Run 1, clock network drawn from the DEF:
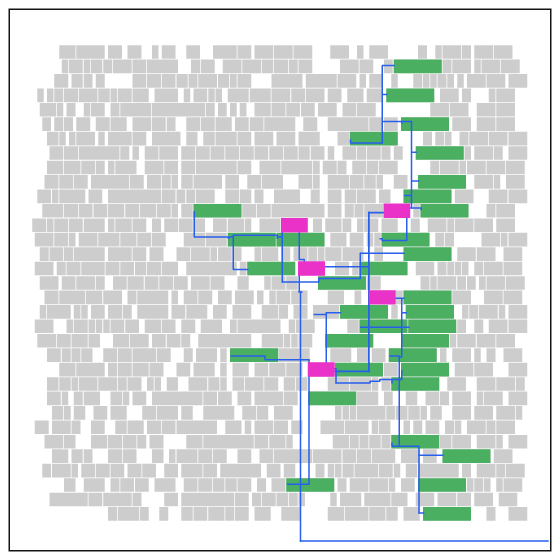
Run 1, routed metal per tile:
The bar under the picture is 20 um long. The die is cut into 20 by 20 equal tiles; dark purple is low, yellow is high, scaled to the fullest tile. Values are wire area over tile area, all layers added.
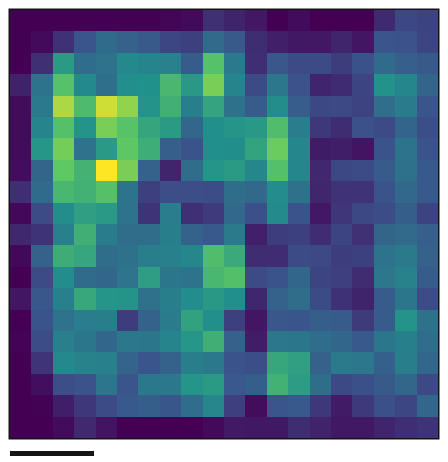
Run 1, placement view:
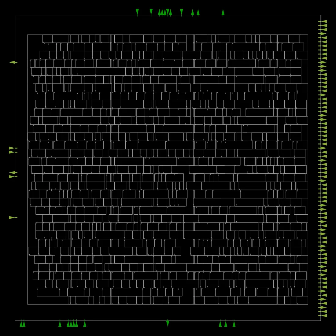
`src/rtl/bldc_mul_sched_pkg.sv`:
```
// Shared types and constants for the BLDC multiplier scheduler.
// Duty scaling is floor(a*b/100), saturated at 255.
package bldc_mul_sched_pkg;

  localparam int OPW        = 8;
  localparam int PW         = 2 * OPW;
  localparam int DUTY_SCALE = 100;
  localparam int DUTY_MAX   = 255;
  localparam int DUTY_SAT   = DUTY_SCALE * (DUTY_MAX + 1);

  typedef enum logic [1:0] {
    S_IDLE  = 2'd0,
    S_ISSUE = 2'd1,
    S_RESP  = 2'd2
  } state_t;

endpackage

```
`src/rtl/bldc_rr_pick.sv`:
```
// Round-robin picker: first valid requester at or above the pointer,
// wrapping modulo N; returns one-hot grant and binary index.
module bldc_rr_pick #(
  parameter int N  = 3,
  parameter int IW = $clog2(N)
) (
  input  logic [N-1:0]  valid_i,
  input  logic [IW-1:0] ptr_i,
  output logic [N-1:0]  grant_o,
  output logic [IW-1:0] idx_o
);

  logic [IW:0] slot;
  logic        found;

  always_comb begin
    grant_o = '0;
    idx_o   = '0;
    found   = 1'b0;
    slot    = '0;
    for (int k = 0; k < N; k++) begin
      slot = {1'b0, ptr_i} + (IW+1)'(k);
      if (slot >= (IW+1)'(N)) begin
        slot = slot - (IW+1)'(N);
      end
      if (!found && valid_i[slot[IW-1:0]]) begin
        found                   = 1'b1;
        grant_o[slot[IW-1:0]]   = 1'b1;
        idx_o                   = slot[IW-1:0];
      end
    end
  end

endmodule

```
`src/rtl/bldc_mul_sched.sv`:
```
// Round-robin sharing of one 8x8 multiplier, result scaled to PWM duty.
// Optional ISSUE timeout: define BLDC_MUL_SCHED_TIMEOUT_EN.
module bldc_mul_sched
  import bldc_mul_sched_pkg::*;
#(
  parameter int NREQ    = 3,
  parameter int TIMEOUT = 64
) (
  input  logic                clk,
  input  logic                rst_n,
  input  logic [NREQ-1:0]     req_valid,
  input  logic [OPW*NREQ-1:0] req_a,
  input  logic [OPW*NREQ-1:0] req_b,
  output logic [NREQ-1:0]     req_ready,
  output logic [NREQ-1:0]     rsp_valid,
  output logic [OPW-1:0]      rsp_data,
  output logic                rsp_err,
  output logic                mul_load,
  output logic [OPW-1:0]      mul_a,
  output logic [OPW-1:0]      mul_b,
  input  logic                mul_valid,
  input  logic [PW-1:0]       mul_prod
);

  localparam int IW = $clog2(NREQ);

  if (NREQ < 2 || NREQ > 8 || TIMEOUT < 1) begin : g_bad_cfg
    $error("bldc_mul_sched: unsupported NREQ/TIMEOUT");
  end

  state_t          state_q, state_d;
  logic [IW-1:0]   idx_q, idx_d;
  logic [IW-1:0]   ptr_q, ptr_d;
  logic            mul_load_q, mul_load_d;
  logic [OPW-1:0]  mul_a_q, mul_a_d;
  logic [OPW-1:0]  mul_b_q, mul_b_d;
  logic [NREQ-1:0] rsp_valid_q, rsp_valid_d;
  logic [OPW-1:0]  rsp_data_q, rsp_data_d;
  logic [NREQ-1:0] pick_grant;
  logic [IW-1:0]   pick_idx;
  logic [OPW-1:0]  duty;
  logic            expire;

  bldc_rr_pick #(
    .N  (NREQ),
    .IW (IW)
  ) u_pick (
    .valid_i (req_valid),
    .ptr_i   (ptr_q),
    .grant_o (pick_grant),
    .idx_o   (pick_idx)
  );

  // Anything at or above 25600 would exceed 255 after scaling.
  assign duty = (mul_prod >= PW'(DUTY_SAT)) ? OPW'(DUTY_MAX)
                : OPW'(mul_prod / PW'(DUTY_SCALE));

`ifdef BLDC_MUL_SCHED_TIMEOUT_EN
  localparam int CW = $clog2(TIMEOUT + 1);
  logic [CW-1:0] cnt_q, cnt_d;
  logic          rsp_err_q, rsp_err_d;
  assign expire  = (cnt_q == CW'(TIMEOUT - 1));
  assign rsp_err = rsp_err_q;
`else
  assign expire  = 1'b0;
  assign rsp_err = 1'b0;
`endif

  always_comb begin
    state_d     = state_q;
    idx_d       = idx_q;
    ptr_d       = ptr_q;
    mul_load_d  = mul_load_q;
    mul_a_d     = mul_a_q;
    mul_b_d     = mul_b_q;
    rsp_valid_d = '0;
    rsp_data_d  = rsp_data_q;
`ifdef BLDC_MUL_SCHED_TIMEOUT_EN
    cnt_d       = cnt_q;
    rsp_err_d   = rsp_err_q;
`endif
    unique case (state_q)
      S_IDLE: begin
        if (|pick_grant) begin
          state_d    = S_ISSUE;
          idx_d      = pick_idx;
          mul_load_d = 1'b1;
          for (int i = 0; i < NREQ; i++) begin
            if (pick_grant[i]) begin
              mul_a_d = req_a[OPW*i +: OPW];
              mul_b_d = req_b[OPW*i +: OPW];
            end
          end
`ifdef BLDC_MUL_SCHED_TIMEOUT_EN
          cnt_d = '0;
`endif
        end
      end
      S_ISSUE: begin
`ifdef BLDC_MUL_SCHED_TIMEOUT_EN
        cnt_d = cnt_q + CW'(1);
`endif
        // A product on the expiry cycle still counts as a normal result.
        if (mul_valid || expire) begin
          state_d     = S_RESP;
          mul_load_d  = 1'b0;
          rsp_valid_d = NREQ'(1) << idx_q;
          rsp_data_d  = mul_valid ? duty : '0;
`ifdef BLDC_MUL_SCHED_TIMEOUT_EN
          rsp_err_d   = !mul_valid;
`endif
        end
      end
      S_RESP: begin
        state_d = S_IDLE;
        ptr_d   = (idx_q == IW'(NREQ - 1)) ? '0 : idx_q + IW'(1);
      end
      default: begin
        state_d = S_IDLE;
      end
    endcase
  end

  always_ff @(posedge clk or negedge rst_n) begin
    if (!rst_n) begin
      state_q     <= S_IDLE;
      idx_q       <= '0;
      ptr_q       <= '0;
      mul_load_q  <= 1'b0;
      mul_a_q     <= '0;
      mul_b_q     <= '0;
      rsp_valid_q <= '0;
      rsp_data_q  <= '0;
`ifdef BLDC_MUL_SCHED_TIMEOUT_EN
      cnt_q       <= '0;
      rsp_err_q   <= 1'b0;
`endif
    end else begin
      state_q     <= state_d;
      idx_q       <= idx_d;
      ptr_q       <= ptr_d;
      mul_load_q  <= mul_load_d;
      mul_a_q     <= mul_a_d;
      mul_b_q     <= mul_b_d;
      rsp_valid_q <= rsp_valid_d;
      rsp_data_q  <= rsp_data_d;
`ifdef BLDC_MUL_SCHED_TIMEOUT_EN
      cnt_q       <= cnt_d;
      rsp_err_q   <= rsp_err_d;
`endif
    end
  end

  // Grant is held off while reset is asserted so nothing is offered.
  assign req_ready = (state_q == S_IDLE && rst_n) ? pick_grant : '0;
  assign rsp_valid = rsp_valid_q;
  assign rsp_data  = rsp_data_q;
  assign mul_load  = mul_load_q;
  assign mul_a     = mul_a_q;
  assign mul_b     = mul_b_q;

endmodule
```
`config.mk`:
```
export PLATFORM = sky130hd
export DESIGN_NAME = bldc_mul_sched
export DESIGN_NICKNAME = d
export VERILOG_FILES = /design/src/rtl/bldc_mul_sched_pkg.sv /design/src/rtl/bldc_rr_pick.sv /design/src/rtl/bldc_mul_sched.sv
export SDC_FILE = /design/constraint.sdc
export NUM_CORES = 1
export LEC_CHECK = 0
export CORE_MARGIN = 4
export CORE_UTILIZATION = 47
export CTS_CLUSTER_SIZE = 12
export DETAILED_ROUTE_END_ITERATION = 8
export PLACE_DENSITY = 0.77
export SETUP_SLACK_MARGIN = 0.5
export SYNTH_ARGS = -nofsm -noshare
export SYNTH_HDL_FRONTEND = slang
export SYNTH_HIERARCHICAL = 1
export SYNTH_SLANG_ARGS = --single-unit
```
`constraint.sdc`:
```
create_clock -name clk -period 4.12 [get_ports clk]
set_clock_uncertainty 0.15 [all_clocks]
set_input_delay 0.824 -clock clk [delete_from_list [all_inputs] [get_ports clk]]
set_output_delay 0.824 -clock clk [all_outputs]
set_load 0.005 [all_outputs]
```
==> run notes, run 1 <==
* result of the run: complete, but fails checks
* violated checks: setup timing
* classification of the worst-slack hold path: in2async
* final setup violating endpoints: 5
* count of library flops with an enable pin: 0
* instance tally after logic synthesis: 545
* TritonCTS clock tree: done
* final hold violation count: 0
* number of iterations in the first detailed-routing pass: 5
* placed instance area: 0.00626 sq mm
* number of antenna violations at the first check in global routing: 0
* number of flip-flops and latches in the synthesized netlist: 34
* vias in the first global route: 5286
* maximum number of pins on one net before global-route repair: 34
* post-CTS setup buffer count: 19
* port buffer count: 98
* syn nets: 619
* final period utilization: 149%
* CP Launch Type: primary input
* AND-OR/OR-AND Cells, Area Fraction: 37.5%
* main logic family after synthesis: AND-OR/OR-AND gates
* power per cell area: 608 mW/mm^2
* Remaining Overflow, GRT: 0
* worst setup path end: rsp_data[0]
* GRT Max-Usage Layer: met2
* final setup slack of the worst path: -2030 ps
* arrival time at the worst endpoint: 6210 ps
* # Cells Yosys: 545
* Placed Instances: 854
* headroom to the max-slew limit: 63.6%
* antenna-violating nets left: 0
* Final Wtd Congestion: 0.999
* part of the Yosys area used for sequential elements: 20.6%
* commonest register cell after synthesis: dfrtp_1
* core outline area: 0.00838 sq mm
* uppermost layer routed: met4
* maximum root-to-sink buffer count: 2
* hpwl dp: 11.6 mm
Back to the opening pictures, 'clock network drawn from the DEF':
flip-flops: in green, count 34. clock wires: in blue, length 459 um. clock-net drivers: in magenta, count 5.
There are 6 routed clock nets.
clock group power: 247 uW
clock group share of total power: 5.8%
insertion delay at the late pin of the worst-skew pair: 280 ps

Back to the opening pictures, 'routed metal per tile':
6.8% of the tiles are nearly empty. The fullest tile reaches 0.84. The mean over all tiles is 0.26. The densest ninth of the die: left middle. 16% of the tiles are over half the peak.
total wire length: 16.0 mm
wire length per cell after detailed routing: 18.0 um
GR Util All Layers: 29.4%
overall via count from detail_route: 5497

Back to the opening pictures, 'placement view':
number of core rows: 33
non-filler cells, final: 893
TAP cells: 105
post-layout utilization of the core: 83.1%

[run 1: worst min path at each step]
stage,end,slack (ps),cells after the start
after floorplan,rsp_valid[2],310,1
after global placement,mul_a[4],310,2
after detailed placement,mul_a[7],320,2
after CTS,rsp_data[7],210,1
after global routing,rsp_data[7],210,1
final,rsp_data[7],210,1
[run 1: cells in the mapped netlist (5+ instances only)]
master | number | area share (%)
and3_1 | 10 | 1.5
o21a_1 | 9 | 1.6
nor2b_1 | 11 | 1.7
nand2b_1 | 6 | 0.91
dfrtp_1 | 34 | 21
buf_2 | 14 | 1.7
o22ai_1 | 7 | 1.1
mux2i_1 | 25 | 6.1
nor2_1 | 52 | 4.7
a31oi_1 | 14 | 2.1
xnor2_1 | 8 | 1.7
nor3_1 | 19 | 2.3
a311o_1 | 5 | 1.2
or2_2 | 5 | 0.76
mux2_2 | 5 | 1.4
o21ai_0 | 39 | 4.7
nand2_1 | 52 | 4.7
clkbuf_1 | 14 | 1.3
inv_1 | 16 | 1.5
a21oi_1 | 39 | 4.7
nand3_1 | 14 | 1.7
a211o_1 | 5 | 1.1
o211ai_1 | 10 | 1.8
nor4_1 | 5 | 0.76
[run 1: critical path: cells and delay by family]
| kind | cells | cell delay, ps |
|---|---|---|
| and+or+nand+nor | 3 | 500 |
| xor gates and xnor gates | 2 | 380 |
| buffers and inverters | 5 | 720 |
| AOI/OAI and AO/OA | 14 | 3780 |
[run 1: cell type report]
class | count | area, sq um
fill | 523 | 1420
tap | 105 | 131
clock inverter | 1 | 5.00
inverter | 19 | 71.3
timing repair buffer | 269 | 2310
multi-input combinational | 458 | 3510
sequential | 34 | 851
clock buffer | 7 | 86.3
[run 1: power breakdown]
part           internal [mW]  switching, mW
Sequential             0.486         0.0951
Combinational           1.73           1.67
Clock                  0.135          0.112
Run 1, M4 wires:
The bar under the picture is 20 um long. Supply wires on this layer in gray.
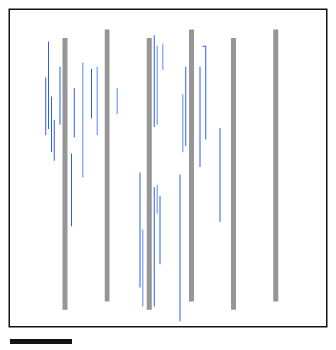

## Run 2: what changed since run 1
Settings changed: CTS_BUF_LIST from default to sky130_fd_sc_hd__clkbuf_16.
Run 2, M4 wires:
The bar under the picture is 20 um long. Supply wires on this layer in gray.
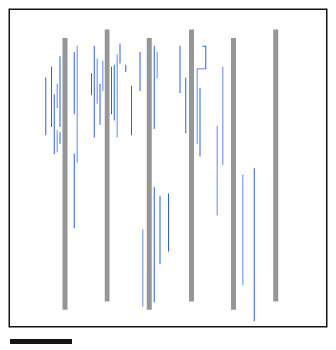
The layer carries 715 um of wire. 36 nets have wire on it. The layer holds 4.2% of the routed length. The wires run mostly vertical. The longest straight run is 49.0 um.
overall via count from detail_route: 5640
total wire length: 17.0 mm

==> run notes, run 2 <==
* hpwl dp: 11.6 mm, unchanged
* clock root buffer: clkbuf_16, was clkbuf_8
* chip area: 0.0104 sq mm, unchanged
* kind of end point of the critical path: register, unchanged
* TritonCTS clock tree: done, unchanged
* maximum clock frequency: 159 MHz, was 163 MHz
* main logic family after synthesis: AND-OR/OR-AND gates, unchanged
* final period utilization: 153%, was 149%
* num ports: 102, unchanged
* placed instance area: 0.00626 sq mm, unchanged
* count of synthesis-stage warnings from yosys: 6, unchanged
* wire length of the first global-routing pass: 25.7 mm, was 24.8 mm
* proportion of synthesized area in mux cells: 7.42%, unchanged
* TNS Setup: -6300 ps, was -5760 ps
* post-route DRC violation count: 0, unchanged
* # Cells Yosys: 545, unchanged
* GR Util All Layers: 30.4%, was 29.4%
* final setup slack of the worst path: -2160 ps, was -2030 ps
* post-synthesis to final-layout area growth: 72.1%, was 68.5%
* number of iterations in the first detailed-routing pass: 5, unchanged
* part of the Yosys area used for sequential elements: 20.6%, unchanged
* number of core rows: 33, unchanged
* summed instance area of the synthesized netlist: 0.00413 sq mm, unchanged
* AND/OR/NAND/NOR Cells, Area Fraction: 24.6%, unchanged
* setup repair after global routing missed its margin: yes, unchanged
* Synth area leaders: dfrtp_1 (21%), mux2i_1 (6.1%), a21oi_1 (4.7%), unchanged
* CP Launch Type: primary input, unchanged
* violated checks: setup timing, unchanged
* critical-path cell list: buf_6, buf_8, or2_4, a311oi_4, o221ai_4, o41a_1, a311oi_4, buf_4, o31a_1, o21a_1, a211oi_4, o32a_1, buf_6, o211ai_1, buf_4, nor2_4, a2111o_1, a32o_1, a41oi_2, xor2_2, o211ai_1, and2_1, a221o_1, a21oi_2, was buf_6, buf_8, or2_4, a311oi_4, o221ai_4, o41a_1, a311oi_4, o211ai_2, buf_6, nand4_4, a211oi_4, o32a_1, buf_4, o311a_1, a311oi_2, buf_4, xnor2_2, a32o_2, a41oi_2, xor2_2, o211ai_1, and2_1, a221o_1, a21oi_2
* power per cell area: 633 mW/mm^2, was 608 mW/mm^2
* number of buffer and inverter instances along the worst setup path: 5, unchanged
* instance tally after logic synthesis: 545, unchanged
* post-layout power: 4.50 mW, was 4.23 mW
* area leader, netlist: dfrtp_1, unchanged
* Synth Area in Adders: 1.45%, unchanged
* Placed Instances: 854, unchanged
* headroom to the max-slew limit: 61.1%, was 63.6%
* insertion delay at the late pin of the worst-skew pair: 270 ps, was 280 ps
* core utilization at floorplan: 49.3%, unchanged
* final hold violation count: 0, unchanged
* syn nets: 619, unchanged
* arrival time at the worst endpoint: 6340 ps, was 6210 ps
* count of nets after finishing: 863, was 861
* Die Width: 102 um, unchanged
* CTS buffer count: 5, unchanged
* leading cell type in the layout, fill and taps excluded: buf_4, unchanged
* maximum root-to-sink buffer count: 2, unchanged
* vias in the first global route: 5436, was 5286
* result of the run: complete, but fails checks, unchanged
* post-cts hold buffer count: 0, unchanged
* time the final worst path needs with I/O delays and setup: 6280 ps, was 6150 ps
* wire length per cell after detailed routing: 19.0 um, was 18.0 um
* top area contributor share: 20.6%, unchanged
* leading post-synthesis cells by instance count: nand2_1 (52), nor2_1 (52), a21oi_1 (39), o21ai_0 (39), dfrtp_1 (34), unchanged
* ANT cells: 0, unchanged
* count of library flops with an enable pin: 0, unchanged
* register clock-pin slew on the reported worst setup and hold paths: 50 ps, was 70 ps
* AND-OR/OR-AND Cells, Area Fraction: 37.5%, unchanged
* CP top delay family: AND-OR/OR-AND gates, unchanged
* antenna-violating nets left: 0, unchanged
* number of antenna violations at the first check in global routing: 0, unchanged
* maximum number of pins on one net before global-route repair: 34, unchanged
* worst-case register-to-register setup slack: 1160 ps, was 1150 ps
* Remaining Overflow, GRT: 0, unchanged
* post-layout utilization of the core: 84.8%, was 83.1%
* Final Wtd Congestion: 0.999, unchanged
* number of flip-flops and latches in the synthesized netlist: 34, unchanged
* synthesized area per cell: 7.58 sq um, unchanged
* Worst R2R End: mul_a[3], unchanged
* final setup violating endpoints: 5, unchanged
* commonest register cell after synthesis: dfrtp_1, unchanged
* port buffer count: 98, unchanged
* CP Class: in2reg, unchanged
* classification of the worst-slack hold path: in2async, unchanged
Run 2, placement view:
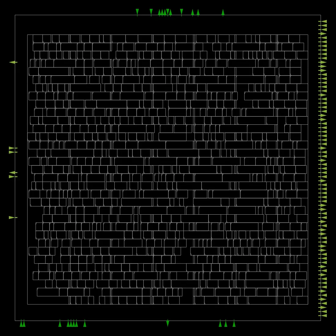
core outline area: 0.00838 sq mm
sequential cells: 34
non-filler cells, final: 895
Filler cells: 489
flop share of the area: 12.0%

## run 2: area by class of cell
type / instances / area (sq um) / area share [%]
Multi-Input combinational cell: 458 / 3600 / 50.6
Timing Repair Buffer: 271 / 2320 / 32.7
Clock inverter: 3 / 12.5 / 0.176
Tap cell: 105 / 131 / 1.85
Inverter: 19 / 71.3 / 1.00
Clock buffer: 5 / 125 / 1.76
Sequential cell: 34 / 851 / 12.0
## run 2: timing repair
item                                    CTS  global route
cloned                                    1             0
endpoints found under the setup margin    9             8
buffers inserted                         21            11
resized                                  92            38
pin swaps                                35            29
## run 2: per-layer routing
metal	routed length, um	global-route usage, %
met1	6610	36.5
met2	8150	52.3
met3	1570	6.06
met4	714	14.0
met5	0	0
## run 2: power breakdown
group          internal [mW]  total, mW  switching, mW  leakage [nW]
logic                   1.79       3.57           1.78          2.56
clock network          0.218      0.347          0.129        0.0724
registers              0.487      0.583         0.0962         0.406
## run 2: worst max path at each step
| stage | from | end | slack [ps] | cells past startpoint |
|---|---|---|---|---|
| global placement | mul_prod[13] | rsp_data[0] | -2490 | 20 |
| detailed placement | mul_prod[12] | rsp_data[0] | -2610 | 20 |
| CTS | mul_prod[11] | rsp_data[0] | -1820 | 21 |
| finish | mul_prod[11] | rsp_data[0] | -2160 | 24 |
| floorplan | mul_prod[11] | rsp_data[0] | -1720 | 19 |
| global route | mul_prod[11] | rsp_data[0] | -2270 | 24 |
## run 2: cell families (layout without fill, tap and decap cells)
logic type,count (synthesis),after routing
other cells,1,1
simple gates,201,201
mux,30,30
flops,34,34
fa+ha+maj,5,5
buf+inv,53,298
compound gates,210,210
xor+xnor,11,11
Run 2, register map, names as in the netlist:
Other sequential cells in the stronger gray, the rest of the logic in the fainter gray.
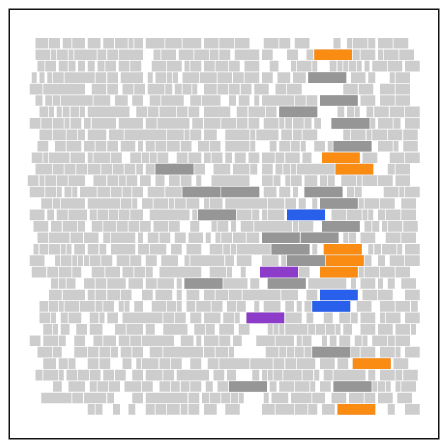

## Run 3: what changed since run 2
Settings changed: CAP_MARGIN from default to 40, CORE_UTILIZATION 47 to 31, PLACE_DENSITY 0.77 to default.
Run 3, register map, names as in the netlist:
Other sequential cells in the stronger gray, the rest of the logic in the fainter gray.
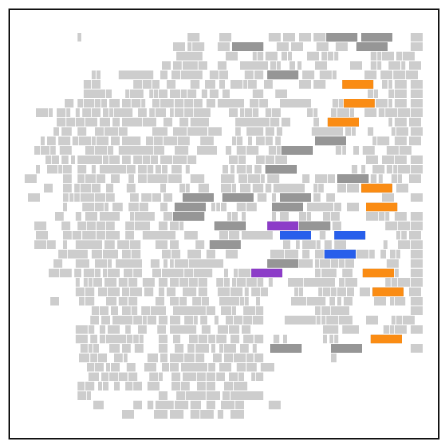
mul_b: in orange, placed flops 8. ptr_q: in purple, placed flops 2. rsp_valid: in blue, placed flops 3.
Another 21 sequential cells are not colored.
power dissipated in sequential cells: 585 uW
flop share of the area: 11.8%

==> run notes, run 3 <==
* CP Launch Type: primary input, unchanged
* register clock-pin slew on the reported worst setup and hold paths: 60 ps, was 50 ps
* Synth Area in Adders: 1.45%, unchanged
* Synth area leaders: dfrtp_1 (21%), mux2i_1 (6.1%), a21oi_1 (4.7%), unchanged
* TNS Setup: -4790 ps, was -6300 ps
* final period utilization: 143%, was 153%
* Remaining Overflow, GRT: 0, unchanged
* summed instance area of the synthesized netlist: 0.00413 sq mm, unchanged
* top area contributor share: 20.6%, unchanged
* maximum clock frequency: 170 MHz, was 159 MHz
* final setup slack of the worst path: -1770 ps, was -2160 ps
* leading cell type in the layout, fill and taps excluded: buf_4, unchanged
* post-cts hold buffer count: 0, unchanged
* post-route DRC violation count: 0, unchanged
* number of antenna violations at the first check in global routing: 0, unchanged
* count of nets after finishing: 874, was 863
* AND-OR/OR-AND Cells, Area Fraction: 37.5%, unchanged
* result of the run: complete, but fails checks, unchanged
* syn nets: 619, unchanged
* main logic family after synthesis: AND-OR/OR-AND gates, unchanged
* vias in the first global route: 5173, was 5436
* chip area: 0.0152 sq mm, was 0.0104 sq mm
* placed instance area: 0.00635 sq mm, was 0.00626 sq mm
* proportion of synthesized area in mux cells: 7.42%, unchanged
* maximum number of pins on one net before global-route repair: 34, unchanged
* non-filler cells, final: 973, was 895
* worst-case register-to-register setup slack: 1070 ps, was 1160 ps
* setup repair after global routing missed its margin: yes, unchanged
* num ports: 102, unchanged
* post-layout power: 4.36 mW, was 4.50 mW
* # Cells Yosys: 545, unchanged
* part of the Yosys area used for sequential elements: 20.6%, unchanged
* final hold violation count: 0, unchanged
* synthesized area per cell: 7.58 sq um, unchanged
* commonest register cell after synthesis: dfrtp_1, unchanged
* number of flip-flops and latches in the synthesized netlist: 34, unchanged
* violated checks: setup timing, unchanged
* post-layout utilization of the core: 56.5%, was 84.8%
* final setup violating endpoints: 4, was 5
* core utilization at floorplan: 32.2%, was 49.3%
* Worst Setup SP: mul_prod[11], unchanged
* hpwl dp: 11.7 mm, was 11.6 mm
* CTS buffer count: 5, unchanged
* insertion delay at the late pin of the worst-skew pair: 280 ps, was 270 ps
Run 3, routed metal per tile:
The bar under the picture is 20 um long. The die is cut into 25 by 25 equal tiles; dark purple is low, yellow is high, scaled to the fullest tile. Values are wire area over tile area, all layers added.
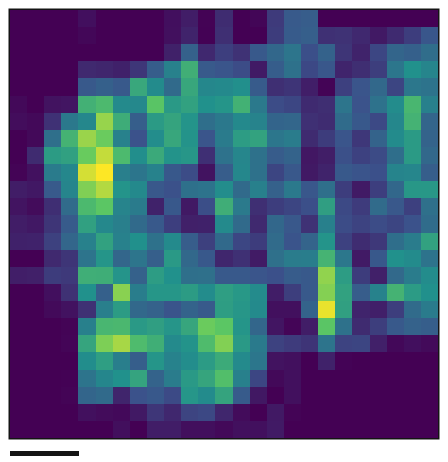
wire length per cell after detailed routing: 16.2 um
total wire length: 15.7 mm
overall via count from detail_route: 5286
GR Util All Layers: 20.2%

run 3: layout make-up:
type	instances	area, sq um
well taps	172	215
inverters	19	71.3
multi-input cells	458	3550
clock buffers	5	125
flip-flops and latches	34	851
repair buffers	282	2410
clock inverters	3	16.3
fillers	1155	5580
run 3: layer usage:
| metal | vias up | global-route usage, % | share of wire, % |
|---|---|---|---|
| met2 | 189 | 35.9 | 48 |
| met4 | 0 | 5.61 | 2.3 |
| met5 | - | 0 | 0 |
| li1 | 2592 | - | - |
| met1 | 2471 | 25.4 | 43 |
| met3 | 34 | 2.84 | 6.6 |
run 3: timing repair:
item                       4_1_cts  5_1_grt
cloned                           1        0
hold endpoints to repair         0        0
setup endpoints to repair        9        9
pin swaps                       43       23
gates resized                  100       33
buffers inserted                27       12
run 3: worst max-delay path, cell delays in order:
cell	delay (ps)
buf_8	100
or2_4	260
a311oi_4	360
o221ai_4	170
o41a_1	440
a311oi_4	350
buf_4	190
buf_4	110
nor3_2	50
buf_4	170
xnor2_4	130
o32a_1	400
a311o_1	350
o21a_2	260
a2111o_1	280
a32o_2	230
a41oi_2	200
xor2_2	310
o21a_1	180
o21ai_0	90
a221o_1	380
a21oi_2	110
run 3: report_power, final:
part	total (mW)	leakage [nW]	switching, mW	internal (mW)
clock	0.362	0.0672	0.142	0.220
combinational	3.42	2.58	1.64	1.78
sequential	0.585	0.406	0.0979	0.487
run 3: worst max path at each step:
stage,to,cells after the start
finish,rsp_data[0],22
global route,rsp_data[0],24
CTS,rsp_data[0],22
detailed placement,rsp_data[0],20
global placement,rsp_data[0],20
floorplan,rsp_data[0],19
run 3: logic make-up after synthesis:
kind of cell    count (synthesis)
flops                          34
buf+inv                        53
xor+xnor                       11
simple gates                  201
fa+ha+maj                       5
compound gates                210
other cells                     1
mux                            30
Power and IR drop assume default switching activity.
